===== config.mk =====
export PLATFORM = sky130hd
export DESIGN_NAME = reg_dump_tx_flat
export DESIGN_NICKNAME = d
export VERILOG_FILES = /design/src/rtl/reg_dump_tx_if.sv /design/src/rtl/reg_dump_tx.sv /design/src/flat_wrapper.sv
export SDC_FILE = /design/constraint.sdc
export NUM_CORES = 1
export LEC_CHECK = 0
export ABC_AREA = 0
export ABC_CLOCK_PERIOD_IN_PS = 2250
export CAP_MARGIN = 20
export CORE_MARGIN = 5
export CORE_UTILIZATION = 50
export DETAILED_ROUTE_END_ITERATION = 8
export HOLD_SLACK_MARGIN = 0.08
export PLACE_DENSITY = 0.72
export SETUP_SLACK_MARGIN = 0.1
export SLEW_MARGIN = 40
export SYNTH_ARGS = -nofsm -noshare
export SYNTH_HDL_FRONTEND = slang
export SYNTH_SLANG_ARGS = --single-unit

===== constraint.sdc =====
create_clock -name clk -period 2.25 [get_ports clk]
set_clock_uncertainty 0.05 [all_clocks]
set_input_delay 0.45 -clock clk [delete_from_list [all_inputs] [get_ports clk]]
set_output_delay 0.45 -clock clk [all_outputs]
set_load 0.02 [all_outputs]

===== src/rtl/reg_dump_tx_if.sv =====
// reg_dump_tx_if: bundles the dump engine's control, register-file read port
// and serial output.
//   start    - dump request (to engine)
//   readReg  - register-file read index (from engine)
//   readData - register-file read data, combinational from readReg (to engine)
//   tx       - UART 8N1 serial line, idles high (from engine)
//   busy     - dump in progress (from engine)
//   done     - one-cycle completion pulse (from engine)
// master: the dump engine. slave: the register file / requester side.
interface reg_dump_tx_if;
  logic       start;
  logic [1:0] readReg;
  logic [7:0] readData;
  logic       tx;
  logic       busy;
  logic       done;

  modport master (input start, readData, output readReg, tx, busy, done);
  modport slave  (output start, readData, input readReg, tx, busy, done);
endinterface


===== src/rtl/reg_dump_tx.sv =====
// reg_dump_tx: walks register indices 0..NUM_REGS-1 through the register-file
// read port and sends each captured byte as a UART 8N1 frame (LSB first).
// Each register takes 1 LOAD cycle + 10 bit times; DONE pulses once at the end.
// Ports:
//   clk   - core clock, rising edge
//   reset - asynchronous, active-high; abandons any frame, tx back to idle
//   bus   - reg_dump_tx_if.master (start, readReg, readData, tx, busy, done)
module reg_dump_tx #(
  parameter int CLKS_PER_BIT = 16,
  parameter int NUM_REGS     = 4
) (
  input logic          clk,
  input logic          reset,
  reg_dump_tx_if.master bus
);

  localparam int         BW       = (CLKS_PER_BIT > 1) ? $clog2(CLKS_PER_BIT) : 1;
  localparam logic [BW-1:0] BAUD_LAST = BW'(CLKS_PER_BIT - 1);
  localparam logic [1:0] LAST_IDX = 2'(NUM_REGS - 1);

  typedef enum logic [2:0] {IDLE, LOAD, START, DATA, STOP, DONE} state_t;

  state_t        state;
  logic [BW-1:0] baudCnt;
  logic [2:0]    bitCnt;
  logic [7:0]    shiftReg;

  wire baudEnd = (baudCnt == BAUD_LAST);

  // readReg doubles as the register index: it must hold the index through
  // LOAD and keep the last value after the dump anyway.
  always_ff @(posedge clk or posedge reset) begin
    if (reset) begin
      state       <= IDLE;
      baudCnt     <= '0;
      bitCnt      <= '0;
      shiftReg    <= '0;
      bus.readReg <= '0;
      bus.tx      <= 1'b1;
      bus.busy    <= 1'b0;
      bus.done    <= 1'b0;
    end else begin
      case (state)
        IDLE: begin
          bus.tx <= 1'b1;
          if (bus.start) begin
            bus.readReg <= '0;
            bus.busy    <= 1'b1;
            state       <= LOAD;
          end
        end
        LOAD: begin
          // readData is valid this cycle for the index on readReg.
          shiftReg <= bus.readData;
          baudCnt  <= '0;
          bus.tx   <= 1'b0;
          state    <= START;
        end
        START: begin
          if (baudEnd) begin
            baudCnt  <= '0;
            bitCnt   <= '0;
            bus.tx   <= shiftReg[0];
            shiftReg <= shiftReg >> 1;
            state    <= DATA;
          end else begin
            baudCnt <= baudCnt + 1'b1;
          end
        end
        DATA: begin
          if (baudEnd) begin
            baudCnt <= '0;
            if (bitCnt == 3'd7) begin
              bus.tx <= 1'b1;
              state  <= STOP;
            end else begin
              bitCnt   <= bitCnt + 1'b1;
              bus.tx   <= shiftReg[0];
              shiftReg <= shiftReg >> 1;
            end
          end else begin
            baudCnt <= baudCnt + 1'b1;
          end
        end
        STOP: begin
          if (baudEnd) begin
            baudCnt <= '0;
            if (bus.readReg == LAST_IDX) begin
              bus.busy <= 1'b0;
              bus.done <= 1'b1;
              state    <= DONE;
            end else begin
              bus.readReg <= bus.readReg + 1'b1;
              state       <= LOAD;
            end
          end else begin
            baudCnt <= baudCnt + 1'b1;
          end
        end
        DONE: begin
          // start is not sampled here; a held start is picked up in IDLE.
          bus.done <= 1'b0;
          state    <= IDLE;
        end
        default: state <= IDLE;
      endcase
    end
  end

endmodule

===== src/flat_wrapper.sv =====
// flat-port wrapper written by rule: the top's interface ports become plain ports
module reg_dump_tx_flat 
#(
  parameter int CLKS_PER_BIT = 16,
  parameter int NUM_REGS     = 4
)
  (clk, reset, bus_start, bus_readData, bus_readReg, bus_tx, bus_busy, bus_done);
  reg_dump_tx_if bus_i ();
  input logic clk;
  input logic reset;
  input wire logic [$bits(bus_i.start)-1:0] bus_start;
  input wire logic [$bits(bus_i.readData)-1:0] bus_readData;
  output wire logic [$bits(bus_i.readReg)-1:0] bus_readReg;
  output wire logic [$bits(bus_i.tx)-1:0] bus_tx;
  output wire logic [$bits(bus_i.busy)-1:0] bus_busy;
  output wire logic [$bits(bus_i.done)-1:0] bus_done;
  assign bus_i.start = bus_start;
  assign bus_i.readData = bus_readData;
  assign bus_readReg = bus_i.readReg;
  assign bus_tx = bus_i.tx;
  assign bus_busy = bus_i.busy;
  assign bus_done = bus_i.done;
  reg_dump_tx #(.CLKS_PER_BIT(CLKS_PER_BIT), .NUM_REGS(NUM_REGS)) u_core (.clk(clk), .reset(reset), .bus(bus_i));
endmodule

Run 1, metal 2:
Drawn at 6 px/um.
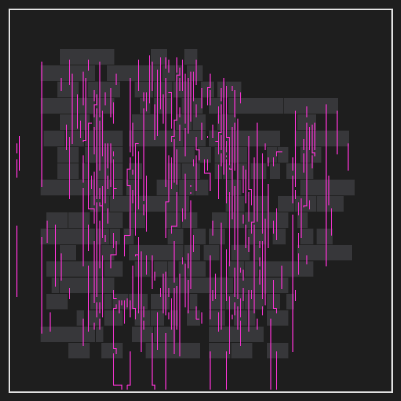
wire length on this layer: 1470 um
main direction: vertical

Run 1, ports around the boundary:
Drawn at 4 px/um. Pins as bars across the die edge, other pins in gray.
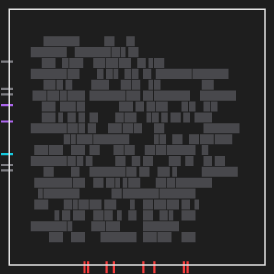
legend:
  purple:
    port: bus_readReg
    pins: 2
    direction: output
    edge: west
  cyan:
    port: bus_done
    pins: 1
    direction: output
    edge: west
  red:
    port: bus_readData
    pins: 8
    direction: input
    edge: south
all pins by edge: 8 west, 8 south

Run 1, clock routing:
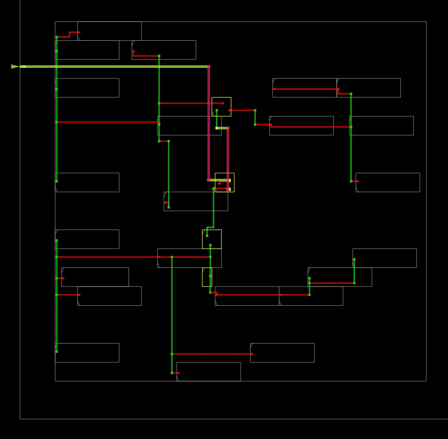
clk latency late pin: 310 ps
CTS buffer count: 3
CTS sink count: 23
flop count: 23

==> flow_metrics.py, run 1 <==
# Generated from Yosys and OpenROAD reports
metrics = {
    "cts": {
        "clockBufferDepth": 2,
        "cts_tree": "built",
        "cts_max_level": 1,
        "root_buffer": "clkbuf_4",
        "post_cts_buffers": 0,
    },
    "cells_and_area": {
        "n_all_inverters": 10,
        "comb_cells": 105,
        "nClkBuffers": 4,
        "layout.cells.most_common": "dfrtp_1",
        "seq_area_um2": 577,
        "largest_reg_flops": 8,
        "drive_gt1_share_pct": 10.8,
        "nonClkBufAreaFrac_pct": 13.3,
    },
    "yosys": {
        "synthTopLogicFamily": "AND-OR/OR-AND gates",
        "yosysUniqueCellTypes": 53,
        "netlist_area_um2": 1440,
        "fa_ha_area_share_pct": 3.49,
        "syn_area_per_cell_um2": 9.44,
    },
    "placement": {
        "placed_area_um2": 1620,
        "portBuffers": 15,
        "dp.cells": 193,
    },
    "power_and_ir_drop": {
        "comb_power_share_pct": 6.3,
        "p_comb_mw": 0.0413,
        "seqPwrFrac_pct": 64.5,
        "p_clk_mw": 0.191,
    },
    "timing": {
        "finalHoldViolations": 0,
        "rsz0062_at_grt": "no",
        "drv_slew": 0,
    },
    "floorplan": {
        "core_area_um2": 2760,
        "fp.dieH_um": 63.6,
    },
    "worst_hold_path": {
        "worstHoldPathType": "in2async",
    },
    "job": {
        "warnings": 26,
    },
    "worst_setup_path": {
        "critical_path_buf_inv_count": 1,
        "cp.required_ps": 1750,
        "cp_max_fo": 2,
    },
    "drt": {
        "wl_met1_mm": 1.57,
        "dr_total_vias": 1214,
        "wl_met3_um": 80,
    },
    "outcome": {
        "status": "complete, no violations",
    },
    "global_routing": {
        "antenna_found_initial": 0,
    },
}
==> run 2: changes to the inputs <==
--- a/config.mk
+++ b/config.mk
@@ -10,6 +10,7 @@
 export CAP_MARGIN = 20
 export CORE_MARGIN = 5
 export CORE_UTILIZATION = 50
+export CTS_CLUSTER_DIAMETER = 60
 export DETAILED_ROUTE_END_ITERATION = 8
 export HOLD_SLACK_MARGIN = 0.08
 export PLACE_DENSITY = 0.72
Run 2, clock routing:
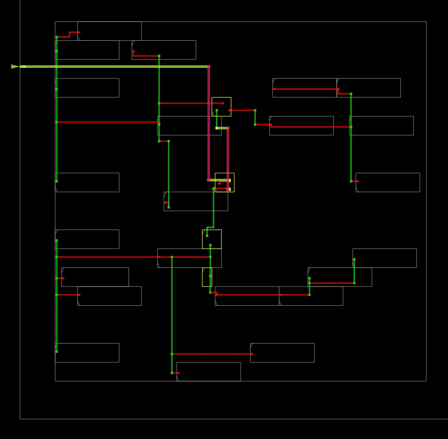
clkbuf count: 4
clk pwr: 0.191 mW

Run 2, ports around the boundary:
Drawn at 4 px/um. Pins as bars across the die edge, other pins in gray.
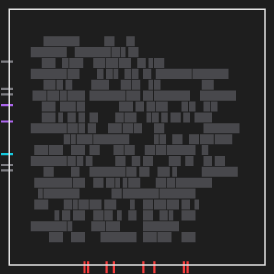
legend:
  red:
    port: bus_readData
    pins: 8
    direction: input
    edge: south
  purple:
    port: bus_readReg
    pins: 2
    direction: output
    edge: west
  cyan:
    port: bus_done
    pins: 1
    direction: output
    edge: west

==> run 2 against run 1 <==
Critical path depth did not move. Clock power hardly changed. Worst hold slack stayed put. Clock-buffer cell count unchanged. Maximum frequency unchanged. Die size is the same. Sequential power about the same. Utilization unchanged.
==> flow_metrics.py, run 2 <==
# Generated from Yosys and OpenROAD reports
metrics = {
    "cells_and_area": {
        "comb_cells": 105,
        "final_cells": 197,
        "top_regs": "u_core.shiftReg x8, u_core.baudCnt x4",
        "largest_reg_flops": 8,
        "nNetsFinal": 182,
        "nFlopsAndLatches": 23,
        "nonClkBufAreaFrac_pct": 13.3,
        "top_register": "u_core.shiftReg",
        "n_all_inverters": 10,
        "fill_cells": 253,
        "seq_area_um2": 577,
        "drive_gt1_share_pct": 10.8,
        "dominant_cells": "logic gates",
        "layout.cells.most_common": "dfrtp_1",
    },
    "worst_hold_path": {
        "worstHoldPathType": "in2async",
    },
    "drt": {
        "wl_met3_um": 80,
        "dr.first_iter.drc_count": 70,
        "wl_met1_mm": 1.57,
        "wl_per_cell_um": 16.0,
        "dr_total_vias": 1214,
        "totalWireLength_mm": 3.15,
        "antenna_left": 0,
        "drc": 0,
    },
    "power_and_ir_drop": {
        "comb_power_share_pct": 6.3,
        "p_comb_mw": 0.0413,
        "seqPwrFrac_pct": 64.5,
        "p_int_mw": 0.512,
        "power_density_nw_per_um2": 398,
        "p_sw_mw": 0.142,
    },
    "worst_setup_path": {
        "r2r_slack_ps": 410,
        "critical_path_buf_inv_count": 1,
        "path_depth": 1,
        "cp_max_fo": 2,
        "cp.required_ps": 1750,
        "crit_path_end_kind": "primary output",
        "crit_start": "u_core.bus.tx",
        "setup.worst_path.start_class": "register",
        "slowest_stage": "clkdlybuf4s50_1",
    },
    "timing": {
        "layout_min_cycle_time_ps": 1960,
        "finalHoldViolations": 0,
        "slew_headroom_pct": 64.4,
        "drv_slew": 0,
        "rsz0062_at_grt": "no",
        "fin_crit_sh_pct": 87.0,
    },
    "yosys": {
        "synthTopLogicFamily": "AND-OR/OR-AND gates",
        "fa_ha_area_share_pct": 3.49,
        "ys_sh_aoi_pct": 25.3,
        "netlist_area_um2": 1440,
        "synth_flops": 23,
        "syn_area_per_cell_um2": 9.44,
        "yosysUniqueCellTypes": 53,
        "yosys_warnings": 0,
        "edf_count": 0,
        "top_cells_by_area": "dfrtp_1 (38%), and3b_1 (4.3%), o22ai_1 (3.9%)",
    },
    "global_routing": {
        "grt_usage_pct": 16.5,
        "use_met3_pct": 3.02,
        "grt_use_met1_pct": 22.6,
        "antenna_found_initial": 0,
    },
    "placement": {
        "portBuffers": 15,
        "placed_area_um2": 1620,
        "dp.cells": 193,
    },
    "cts": {
        "post_cts_buffers": 0,
        "clockBufferDepth": 2,
        "cts_max_level": 1,
        "cts_num_sinks": 23,
        "cts_buffers": 3,
        "clk-insertion-delay-late_ps": 310,
        "cts_tree": "built",
        "root_buffer": "clkbuf_4",
    },
    "floorplan": {
        "core_area_um2": 2760,
        "tap-cell-count": 31,
        "fp.dieH_um": 63.6,
        "io_pins": 16,
    },
    "job": {
        "warnings": 26,
    },
    "outcome": {
        "status": "complete, no violations",
    },
}
Run 2, placed cells, one color a class:
Drawn at 6 px/um. Fill, decap, tap and diode cells in gray.
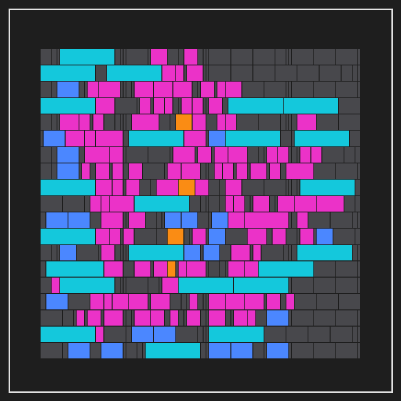

==> run 3: changes to the inputs <==
--- a/config.mk
+++ b/config.mk
@@ -9,11 +9,11 @@
 export ABC_CLOCK_PERIOD_IN_PS = 2250
 export CAP_MARGIN = 20
 export CORE_MARGIN = 5
-export CORE_UTILIZATION = 50
+export CORE_UTILIZATION = 55
 export CTS_CLUSTER_DIAMETER = 60
 export DETAILED_ROUTE_END_ITERATION = 8
 export HOLD_SLACK_MARGIN = 0.08
-export PLACE_DENSITY = 0.72
+export PLACE_DENSITY = 0.78
 export SETUP_SLACK_MARGIN = 0.1
 export SLEW_MARGIN = 40
 export SYNTH_ARGS = -nofsm -noshare
Run 3, placed cells, one color a class:
Drawn at 6 px/um. Fill, decap, tap and diode cells in gray.
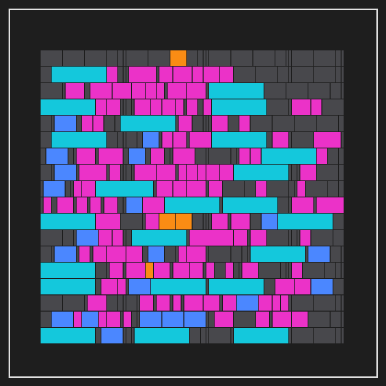
legend:
  magenta:
    class: remaining logic cells
    cells: 115
  cyan:
    class: registers
    cells: 23
  orange:
    class: clock drivers and dummy loads
    cells: 4
  blue:
    class: remaining buffers and delay cells
    cells: 21

==> run 3 against run 2 <==
Register-to-register slack worse by 60 ps. Worst hold slack worse by 26 ps. Utilization up 5.8 points. Die size down 7.7%. Flip-flop count unchanged. Sequential share of layout area up 0.52 points. Global-route usage up 3.6 points.
==> flow_metrics.py, run 3 <==
# Generated from Yosys and OpenROAD reports
metrics = {
    "outcome": {
        "status": "complete, no violations",
    },
    "yosys": {
        "yosys.stat.seqShare_pct": 40.2,
        "syn_area_per_cell_um2": 9.44,
        "synth_flops": 23,
        "yosys_warnings": 0,
        "yosysUniqueCellTypes": 53,
        "common_cells": "dfrtp_1 (22), inv_1 (10), buf_2 (9), o22ai_1 (9)",
        "fa_ha_area_share_pct": 3.49,
        "netlist_area_um2": 1440,
        "top_cells_by_area": "dfrtp_1 (38%), and3b_1 (4.3%), o22ai_1 (3.9%)",
        "edf_count": 0,
        "ys_sh_aoi_pct": 25.3,
        "syn_nets": 167,
        "synthTopLogicFamily": "AND-OR/OR-AND gates",
    },
    "drt": {
        "wl_per_cell_um": 16.5,
        "dr_total_vias": 1226,
        "drc": 0,
        "vias_per_cell": 6.35,
        "wl_met1_mm": 1.46,
        "dr.first_iter.drc_count": 78,
        "wl_met3_um": 147,
        "totalWireLength_mm": 3.19,
    },
    "cts": {
        "cts_max_level": 1,
        "cts_tree": "built",
        "clk-insertion-delay-late_ps": 320,
        "clockBufferDepth": 2,
        "post_cts_buffers": 0,
        "cts_num_sinks": 23,
        "cts_buffers": 3,
        "root_buffer": "clkbuf_4",
    },
    "floorplan": {
        "io_pins": 16,
        "core_area_um2": 2480,
        "fp.dieH_um": 61.1,
        "tap-cell-count": 30,
        "initCoreUtil_pct": 57.9,
    },
    "cells_and_area": {
        "top_regs": "u_core.shiftReg x8, u_core.baudCnt x4",
        "largest_reg_flops": 8,
        "fill_cells": 205,
        "nNetsFinal": 179,
        "comb_cells": 105,
        "drive_gt1_share_pct": 9.20,
        "nClkBuffers": 4,
        "dominant_cells": "logic gates",
        "layout.cells.most_common": "dfrtp_1",
        "final_util_pct": 65.4,
        "nFlopsAndLatches": 23,
        "seq_area_um2": 577,
        "nonClkBufAreaFrac_pct": 12.1,
        "final_cells": 193,
    },
    "power_and_ir_drop": {
        "comb_power_share_pct": 6.2,
        "p_int_mw": 0.513,
        "p_sw_mw": 0.148,
        "p_clk_mw": 0.198,
        "seqPwrFrac_pct": 63.9,
        "power_density_nw_per_um2": 408,
        "p_comb_mw": 0.0411,
        "power_leader": "registers",
    },
    "placement": {
        "portBuffers": 15,
        "dp.cells": 189,
        "dp_slack_ps": 356,
    },
    "global_routing": {
        "grt_use_met1_pct": 27.7,
        "antenna_found_initial": 0,
        "grt_max_degree": 24,
        "grt_pass1_wl_mm": 5.58,
        "grt_usage_pct": 20.2,
        "use_met3_pct": 4.19,
    },
    "timing": {
        "fin_crit_sh_pct": 88.1,
        "rsz0062_at_grt": "no",
        "setup_ws_ps": 268,
        "finalHoldViolations": 0,
        "layout_min_cycle_time_ps": 1980,
        "slew_headroom_pct": 60.5,
        "drv_slew": 0,
    },
    "worst_setup_path": {
        "cp_max_fo": 2,
        "slowest_stage": "clkdlybuf4s50_1",
        "crit_path_end_kind": "primary output",
        "path_depth": 1,
        "cp.required_ps": 1750,
        "setup.worst_path.start_class": "register",
        "crit_start": "u_core.bus.tx",
        "r2r_slack_ps": 350,
        "critical_path_buf_inv_count": 1,
    },
    "job": {
        "warnings": 26,
        "maxCapViolations": 0,
    },
    "worst_hold_path": {
        "worstHoldPathType": "in2async",
    },
}
Run 3, ports around the boundary:
Drawn at 4 px/um. Pins as bars across the die edge, other pins in gray.
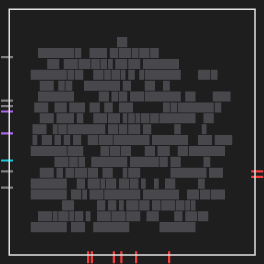
legend:
  red:
    port: bus_readData
    pins: 8
    direction: input
    edge: 6 south, 2 east
  purple:
    port: bus_readReg
    pins: 2
    direction: output
    edge: west
  cyan:
    port: bus_done
    pins: 1
    direction: output
    edge: west
all pins by edge: 8 west, 6 south, 2 east

Power and IR drop assume default switching activity.
